**src/rtl/restoring_divider_unsigned.sv**
```systemverilog
// Radix-2 restoring divider: 2*WIDTH-bit dividend / WIDTH-bit divisor, one quotient bit per clock.
// Optional `DIV_OVF_CHECK_EN short-circuits operands whose quotient would not fit in WIDTH bits.
module restoring_divider_unsigned #(
   parameter int WIDTH = 16
) (
   input  logic                 clk,
   input  logic                 rst,
   input  logic                 start,
   input  logic [2*WIDTH-1:0]   dividend,
   input  logic [WIDTH-1:0]     divisor,
   output logic                 busy,
   output logic                 done,
   output logic [WIDTH-1:0]     quotient,
   output logic [WIDTH-1:0]     remainder,
   output logic                 dbz,
   output logic                 ovf
);

   localparam int CW = $clog2(WIDTH + 1);

   typedef enum logic [1:0] {IDLE, RUN, DONE} state_t;

   state_t           state;
   logic [WIDTH-1:0] rem_q;
   logic [WIDTH-1:0] quo_q;
   logic [WIDTH-1:0] dvs_q;
   logic [CW-1:0]    cnt;
   logic             dbz_q;
   logic             ovf_q;
   logic             big;

   // rem_q always stays below the divisor, so its top (W-th) bit is implicitly 0.
   logic [WIDTH:0]   shifted;
   logic [WIDTH:0]   trial;

   assign shifted = {rem_q, quo_q[WIDTH-1]};
   assign trial   = shifted - {1'b0, dvs_q};

`ifdef DIV_OVF_CHECK_EN
   assign big = (divisor != '0) && (dividend[2*WIDTH-1:WIDTH] >= divisor);
`else
   assign big = 1'b0;
`endif

   always_ff @(posedge clk) begin
      if (rst) begin
         state     <= IDLE;
         busy      <= 1'b0;
         done      <= 1'b0;
         dbz       <= 1'b0;
         ovf       <= 1'b0;
         quotient  <= '0;
         remainder <= '0;
         rem_q     <= '0;
         quo_q     <= '0;
         dvs_q     <= '0;
         cnt       <= '0;
         dbz_q     <= 1'b0;
         ovf_q     <= 1'b0;
      end else begin
         case (state)
            IDLE: begin
               done <= 1'b0;
               busy <= 1'b0;
               if (start) begin
                  busy  <= 1'b1;
                  dvs_q <= divisor;
                  cnt   <= '0;
                  dbz_q <= 1'b0;
                  ovf_q <= 1'b0;
                  if (divisor == '0) begin
                     quo_q <= '1;
                     rem_q <= dividend[WIDTH-1:0];
                     dbz_q <= 1'b1;
                     state <= DONE;
                  end else if (big) begin
                     quo_q <= '1;
                     rem_q <= '0;
                     ovf_q <= 1'b1;
                     state <= DONE;
                  end else begin
                     rem_q <= dividend[2*WIDTH-1:WIDTH];
                     quo_q <= dividend[WIDTH-1:0];
                     state <= RUN;
                  end
               end
            end
            RUN: begin
               // Sign bit of the W+1-bit trial decides subtract vs. restore.
               if (!trial[WIDTH]) begin
                  rem_q <= trial[WIDTH-1:0];
                  quo_q <= {quo_q[WIDTH-2:0], 1'b1};
               end else begin
                  rem_q <= shifted[WIDTH-1:0];
                  quo_q <= {quo_q[WIDTH-2:0], 1'b0};
               end
               cnt <= cnt + 1'b1;
               if (cnt == CW'(WIDTH - 1))
                  state <= DONE;
            end
            DONE: begin
               // busy stays high through the done cycle and drops with it in IDLE.
               quotient  <= quo_q;
               remainder <= rem_q;
               dbz       <= dbz_q;
               ovf       <= ovf_q;
               done      <= 1'b1;
               state     <= IDLE;
            end
            default: state <= IDLE;
         endcase
      end
   end

endmodule

```
**config.mk**
```make
export PLATFORM = sky130hd
export DESIGN_NAME = restoring_divider_unsigned
export DESIGN_NICKNAME = d
export VERILOG_FILES = /design/src/rtl/restoring_divider_unsigned.sv
export SDC_FILE = /design/constraint.sdc
export NUM_CORES = 1
export LEC_CHECK = 0
export ABC_AREA = 1
export CAP_MARGIN = 10
export CELL_PAD_IN_SITES_DETAIL_PLACEMENT = 1
export CELL_PAD_IN_SITES_GLOBAL_PLACEMENT = 2
export CORE_ASPECT_RATIO = 1.4
export CORE_UTILIZATION = 31
export DETAILED_ROUTE_END_ITERATION = 10
export GPL_ROUTABILITY_DRIVEN = 0
export HOLD_SLACK_MARGIN = 0.03
export PLACE_DENSITY_LB_ADDON = 0.1
export SLEW_MARGIN = 20
export SYNTH_ARGS = -nofsm -noshare
export SYNTH_HDL_FRONTEND = slang
export SYNTH_SLANG_ARGS = --single-unit
```
**constraint.sdc**
```tcl
create_clock -name clk -period 4.3 [get_ports clk]
set_input_delay 0.86 -clock clk [delete_from_list [all_inputs] [get_ports clk]]
set_output_delay 0.86 -clock clk [all_outputs]
set_load 0.005 [all_outputs]
```
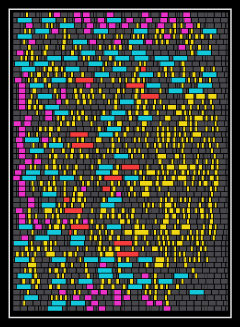
(run_1/cell_classes.png)
Drawn at 2 px/um. Fill, decap, tap and diode cells in gray.
[other buffers and delay cells] magenta | cells: 96
[clock drivers and dummy loads] red | cells: 15
[flip-flops] cyan | cells: 91
[all other logic] yellow | cells: 644
count of standard-cell rows: 55
register share of the cell area: 28.5%
CORE AREA: 0.0161 mm^2

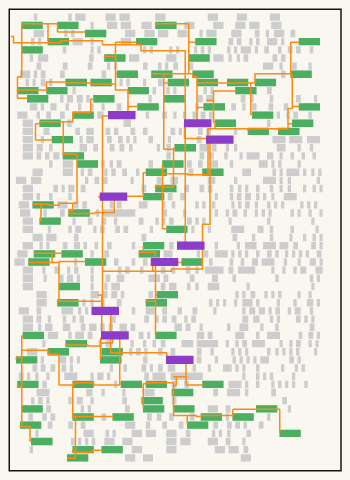
(run_1/clock_map.png)
Drawn at 3 px/um.
[cells driving clock nets] purple | count: 9
[clock wires] orange | length: 1340 um
[flip-flops] green | count: 91
routed clock nets: 10
flops lie: all over the die
Late-Pin Clk Latency: 0.35 ns
worst clock skew: 0.0123 ns
Clock Power: 0.864 mW

==> flow_results.xml, run 1 <==
<?xml version="1.0" encoding="UTF-8"?>
<metrics>
  <group name="detailed_routing">
    <metric name="detail_route.wirelength.met1" unit="um">7380</metric>
    <metric name="detailroute.wirelength.met3" unit="um">346</metric>
    <metric name="met2_wirelength" unit="um">9460</metric>
    <metric name="firstDrtPassIters" unit="">4</metric>
  </group>
  <group name="floorplan">
    <metric name="tapCellCount" unit="">199</metric>
    <metric name="fp-utilization" unit="%">31.5</metric>
    <metric name="floorplan.die.height" unit="um">153</metric>
    <metric name="die_x" unit="um">110</metric>
    <metric name="io-pin-count" unit="">87</metric>
    <metric name="total_die_area" unit="mm^2">0.0169</metric>
  </group>
  <group name="logic_synthesis">
    <metric name="synth_flop_count" unit="">91</metric>
    <metric name="synth-seq-area-share" unit="%">35.9</metric>
    <metric name="synth.comb.largest_family" unit="">simple AND/OR/NAND/NOR gates</metric>
    <metric name="synth-compound-area-share" unit="%">19.5</metric>
    <metric name="enable_flop_cells" unit="">0</metric>
    <metric name="synth.cellmix.simpleShare" unit="%">27.4</metric>
    <metric name="muxShareOfSynthArea" unit="%">0</metric>
    <metric name="synth-async-reset-ratio" unit="%">0</metric>
    <metric name="synthesis.area" unit="mm^2">0.00507</metric>
    <metric name="ys_types" unit="">36</metric>
    <metric name="syn_area_per_cell" unit="um^2">6.56</metric>
    <metric name="ys_sh_xor" unit="%">1.21</metric>
    <metric name="fp_nets" unit="">843</metric>
    <metric name="ys_sh_adder" unit="%">4.83</metric>
    <metric name="yosysWarnings" unit="">0</metric>
    <metric name="postSynth.topFlopCell" unit="">sky130_fd_sc_hd__dfxtp_1</metric>
    <metric name="synth_area_leader_cell" unit="">sky130_fd_sc_hd__dfxtp_1</metric>
  </group>
  <group name="pwr">
    <metric name="max-vdd-ir-drop" unit="V">0.000163</metric>
    <metric name="p_leak" unit="nW">2.80</metric>
    <metric name="clk_pwr_share" unit="%">31.1</metric>
    <metric name="switching_share" unit="%">36.6</metric>
    <metric name="cell_internal_pwr" unit="mW">1.76</metric>
    <metric name="power.sequential.total" unit="mW">0.974</metric>
    <metric name="power_combinational" unit="mW">0.944</metric>
  </group>
  <group name="clock_network">
    <metric name="cts.hold.buffers_added" unit="">0</metric>
    <metric name="cts-root-buf" unit="">sky130_fd_sc_hd__clkbuf_16</metric>
    <metric name="postCtsSetupRepairBufs" unit="">0</metric>
    <metric name="tritoncts" unit="">done</metric>
    <metric name="htree_num_levels" unit="">3</metric>
  </group>
  <group name="finish">
    <metric name="area.sequential" unit="mm^2">0.00182</metric>
    <metric name="buffers" unit="">96</metric>
    <metric name="utilization_after_layout" unit="%">39.7</metric>
    <metric name="fill_cells" unit="">2042</metric>
    <metric name="layout.cells.largest_class" unit="">combinational gates</metric>
    <metric name="n_all_inverters" unit="">102</metric>
    <metric name="layout.clock.cell_area_share" unit="%">4.95</metric>
    <metric name="sh_comb_area" unit="%">42.1</metric>
    <metric name="n_multi_input_combinational_cell" unit="">542</metric>
  </group>
  <group name="worst_setup_path">
    <metric name="cp.required" unit="ns">4.58</metric>
    <metric name="delay_of_the_slowest_cell_on_the_worst_path" unit="ns">0.49</metric>
    <metric name="worstPathMaxFanout" unit="">23</metric>
    <metric name="worstRegToRegCells" unit="">16</metric>
    <metric name="worst_setup_path_endpoint" unit="">rem_q[13]</metric>
    <metric name="crit_chain" unit="">clkdlybuf4s50_1 &gt; nor2_1 &gt; nand2_1 &gt; nor2_1 &gt; nand2_1 &gt; buf_4 &gt; inv_1 &gt; buf_4 &gt; nor2_1 &gt; o21ai_0 &gt; inv_1 &gt; a21oi_2</metric>
    <metric name="rr_startpoint" unit="">quo_q[15]</metric>
    <metric name="cp-startpoint" unit="">divisor[3]</metric>
    <metric name="cp_num_buf_inv" unit="">5</metric>
  </group>
  <group name="grt">
    <metric name="groute.layer.met3.usage" unit="%">2.60</metric>
    <metric name="global_route.peak_usage_layer" unit="">met2</metric>
    <metric name="grt_util_all_layers" unit="%">21.7</metric>
    <metric name="antenna_violations_before_repair" unit="">0</metric>
    <metric name="met2_usage" unit="%">40.4</metric>
  </group>
  <group name="timing">
    <metric name="finalClockPeriodUsage" unit="%">69.8</metric>
    <metric name="final_max_slew_violation_tally" unit="">0</metric>
    <metric name="setup_viol" unit="">0</metric>
  </group>
  <group name="placement">
    <metric name="place_inst" unit="">1030</metric>
    <metric name="placedInstanceArea" unit="mm^2">0.00608</metric>
    <metric name="port-buffer-count" unit="">85</metric>
  </group>
  <group name="run">
    <metric name="tool_warnings" unit="">26</metric>
  </group>
  <group name="outcome">
    <metric name="status" unit="">finished, final reports clean</metric>
  </group>
  <group name="worst_hold_path">
    <metric name="hold_depth" unit="">2</metric>
    <metric name="hold_path.startpoint" unit="">done</metric>
  </group>
</metrics>
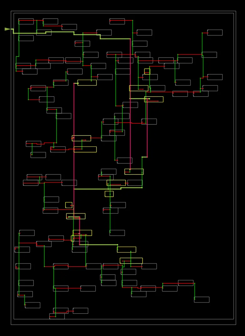
(run_1/final_clocks.png)
number of clock sinks seen by CTS: 91
cts bufs inserted: 9
count of sequential standard cells: 91

==> run 2, diff against run 1 <==
CORE_UTILIZATION = 26   (was 31)
clock period = 2.7 ns   (was 4.3 ns; I/O delays follow)
==> run 2 against run 1 <==
Compared with the run above: power grew 55%; critical path depth grew 4; utilization shrank 5.8 points; first-iteration DRC count decreased by 27%; register-to-register slack worse by 1.4 ns; non-clock buffer count grew 6; critical path type is now reg2reg; critical endpoint is now rem_q[15].
==> flow_results.xml, run 2 <==
<?xml version="1.0" encoding="UTF-8"?>
<metrics>
  <group name="pwr">
    <metric name="cellPowerDensity" unit="mW/mm^2">665</metric>
    <metric name="max-vdd-ir-drop" unit="V">0.000271</metric>
    <metric name="power_combinational" unit="mW">1.55</metric>
    <metric name="p_leak" unit="nW">2.81</metric>
    <metric name="pwr.group.clock" unit="mW">1.21</metric>
    <metric name="power.sequential.total" unit="mW">1.55</metric>
    <metric name="total_switching_power" unit="mW">1.65</metric>
    <metric name="cell_internal_pwr" unit="mW">2.66</metric>
    <metric name="combinationalPowerShare" unit="%">36.0</metric>
    <metric name="clk_pwr_share" unit="%">28.1</metric>
    <metric name="switching_share" unit="%">38.3</metric>
  </group>
  <group name="floorplan">
    <metric name="core_area" unit="mm^2">0.0191</metric>
    <metric name="floorplan.rows" unit="">60</metric>
    <metric name="fp-utilization" unit="%">26.5</metric>
    <metric name="io-pin-count" unit="">87</metric>
    <metric name="floorplan.die.height" unit="um">167</metric>
    <metric name="tapCellCount" unit="">248</metric>
    <metric name="total_die_area" unit="mm^2">0.0201</metric>
    <metric name="die_x" unit="um">120</metric>
  </group>
  <group name="grt">
    <metric name="grt_pass1_vias" unit="">5430</metric>
    <metric name="groute.layer.met3.usage" unit="%">2.76</metric>
    <metric name="grt.met1_usage" unit="%">21.9</metric>
    <metric name="grt_util_all_layers" unit="%">19.0</metric>
    <metric name="met2_usage" unit="%">35.3</metric>
    <metric name="antenna_violations_before_repair" unit="">0</metric>
    <metric name="global_route.peak_usage_layer" unit="">met2</metric>
    <metric name="grt_pass1_wl" unit="um">29500</metric>
  </group>
  <group name="finish">
    <metric name="final_layout_top_logic_cell" unit="">sky130_fd_sc_hd__nand2_1</metric>
    <metric name="drive_above_1_share" unit="%">5.99</metric>
    <metric name="fill_cells" unit="">2424</metric>
    <metric name="seq-cell-share" unit="%">28.1</metric>
    <metric name="utilization_after_layout" unit="%">33.9</metric>
    <metric name="buffers" unit="">102</metric>
    <metric name="flop-count" unit="">91</metric>
    <metric name="n_all_inverters" unit="">102</metric>
    <metric name="area.sequential" unit="mm^2">0.00182</metric>
    <metric name="n_multi_input_combinational_cell" unit="">542</metric>
    <metric name="ant_cells" unit="">0</metric>
    <metric name="sh_comb_area" unit="%">41.5</metric>
    <metric name="layout_top_cells_excl_fill_tap" unit="">166 x sky130_fd_sc_hd__nand2_1, 115 x sky130_fd_sc_hd__o21ai_0, 99 x sky130_fd_sc_hd__inv_1</metric>
    <metric name="layout.cells.largest_class" unit="">combinational gates</metric>
    <metric name="layout.clock.cell_area_share" unit="%">4.28</metric>
    <metric name="net_total_in_the_final_layout" unit="">918</metric>
    <metric name="comb_area" unit="mm^2">0.00269</metric>
  </group>
  <group name="worst_setup_path">
    <metric name="cp.required" unit="ns">2.97</metric>
    <metric name="cp.depth" unit="">16</metric>
    <metric name="rr_startpoint" unit="">quo_q[15]</metric>
    <metric name="critical_path.startpoint_type" unit="">flip-flop</metric>
    <metric name="worst_setup_path_endpoint" unit="">rem_q[15]</metric>
    <metric name="worstPathMaxFanout" unit="">17</metric>
    <metric name="ff2ff_setup_slack" unit="ns">0.39</metric>
    <metric name="cp_num_buf_inv" unit="">2</metric>
    <metric name="cp_common_cell" unit="">sky130_fd_sc_hd__nand2_1</metric>
    <metric name="crit_chain" unit="">inv_1 &gt; ha_1 &gt; fa_1 &gt; inv_1 &gt; nand2_1 &gt; nand2_1 &gt; nand3_2 &gt; nand2_2 &gt; nand2_2 &gt; nand2_2 &gt; nand2_4 &gt; nand2_4 &gt; nand2_1 &gt; nand2_1 &gt; nand2_1 &gt; a21oi_1</metric>
    <metric name="delay_of_the_slowest_cell_on_the_worst_path" unit="ns">0.41</metric>
    <metric name="worstRegToRegCells" unit="">16</metric>
    <metric name="cp-startpoint" unit="">quo_q[15]</metric>
    <metric name="cpLargestDelayFamily" unit="">simple AND/OR/NAND/NOR gates</metric>
  </group>
  <group name="clock_network">
    <metric name="htree_num_levels" unit="">3</metric>
    <metric name="cts-root-buf" unit="">sky130_fd_sc_hd__clkbuf_16</metric>
    <metric name="postCtsSetupRepairBufs" unit="">0</metric>
    <metric name="cts.path.max_buffers" unit="">2</metric>
    <metric name="path_clk_slew" unit="ns">0.07</metric>
    <metric name="cts_made_buffers" unit="">9</metric>
    <metric name="cts.hold.buffers_added" unit="">0</metric>
    <metric name="number_of_clock_sinks_seen_by_cts" unit="">91</metric>
    <metric name="tritoncts" unit="">done</metric>
  </group>
  <group name="logic_synthesis">
    <metric name="synth_area_leader_cell" unit="">sky130_fd_sc_hd__dfxtp_1</metric>
    <metric name="synth-async-reset-ratio" unit="%">0</metric>
    <metric name="synth.comb.largest_family" unit="">simple AND/OR/NAND/NOR gates</metric>
    <metric name="fp_nets" unit="">843</metric>
    <metric name="synth-compound-area-share" unit="%">19.5</metric>
    <metric name="ys_sh_adder" unit="%">4.83</metric>
    <metric name="synth_chip_area" unit="mm^2">0.00507</metric>
    <metric name="muxShareOfSynthArea" unit="%">0</metric>
    <metric name="ys_types" unit="">36</metric>
    <metric name="synthesis.area" unit="mm^2">0.00507</metric>
    <metric name="synth.area.top_cells" unit="">sky130_fd_sc_hd__dfxtp_1 36%, sky130_fd_sc_hd__nand2_1 12%, sky130_fd_sc_hd__o21ai_0 11%</metric>
    <metric name="yosysWarnings" unit="">0</metric>
    <metric name="synth_top_cell_by_count" unit="">sky130_fd_sc_hd__nand2_1</metric>
    <metric name="synth_flop_count" unit="">91</metric>
    <metric name="synth.cellmix.simpleShare" unit="%">27.4</metric>
    <metric name="synth-seq-area-share" unit="%">35.9</metric>
    <metric name="postSynth.topFlopCell" unit="">sky130_fd_sc_hd__dfxtp_1</metric>
    <metric name="syn_area_per_cell" unit="um^2">6.56</metric>
    <metric name="ys_sh_xor" unit="%">1.21</metric>
    <metric name="enable_flop_cells" unit="">0</metric>
  </group>
  <group name="timing">
    <metric name="setup_viol" unit="">0</metric>
    <metric name="fmax" unit="MHz">432</metric>
    <metric name="finalClockPeriodUsage" unit="%">85.7</metric>
    <metric name="hold_ws" unit="ns">0.458</metric>
    <metric name="final_max_slew_violation_tally" unit="">0</metric>
    <metric name="timing.final.ws_setup" unit="ns">0.385</metric>
    <metric name="final.setup.tns" unit="ns">0</metric>
    <metric name="hold_viol_final" unit="">0</metric>
  </group>
  <group name="detailed_routing">
    <metric name="detail_route.wirelength.met1" unit="um">7730</metric>
    <metric name="met2_wirelength" unit="um">9850</metric>
    <metric name="detailroute.wirelength.met3" unit="um">410</metric>
    <metric name="firstDrtPassIters" unit="">4</metric>
  </group>
  <group name="run">
    <metric name="maxCapViolations" unit="">0</metric>
    <metric name="tool_warnings" unit="">26</metric>
  </group>
  <group name="worst_hold_path">
    <metric name="min_delay_worst_endpoint" unit="">dvs_q[9]</metric>
    <metric name="timing.hold.worst.class" unit="">reg2reg</metric>
    <metric name="hold_depth" unit="">2</metric>
    <metric name="hold_path.startpoint" unit="">dvs_q[9]</metric>
  </group>
  <group name="placement">
    <metric name="place_inst" unit="">1085</metric>
    <metric name="placedInstanceArea" unit="mm^2">0.00621</metric>
    <metric name="port-buffer-count" unit="">85</metric>
    <metric name="post-dp-hpwl" unit="um">14400</metric>
  </group>
  <group name="outcome">
    <metric name="status" unit="">finished, final reports clean</metric>
  </group>
</metrics>
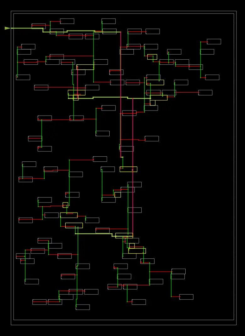
(run_2/final_clocks.png)
worst clock skew: 0.00795 ns
Late-Pin Clk Latency: 0.34 ns
clk_buf instances: 10

Power figures rest on the tool's default switching activity, not on a simulated workload.
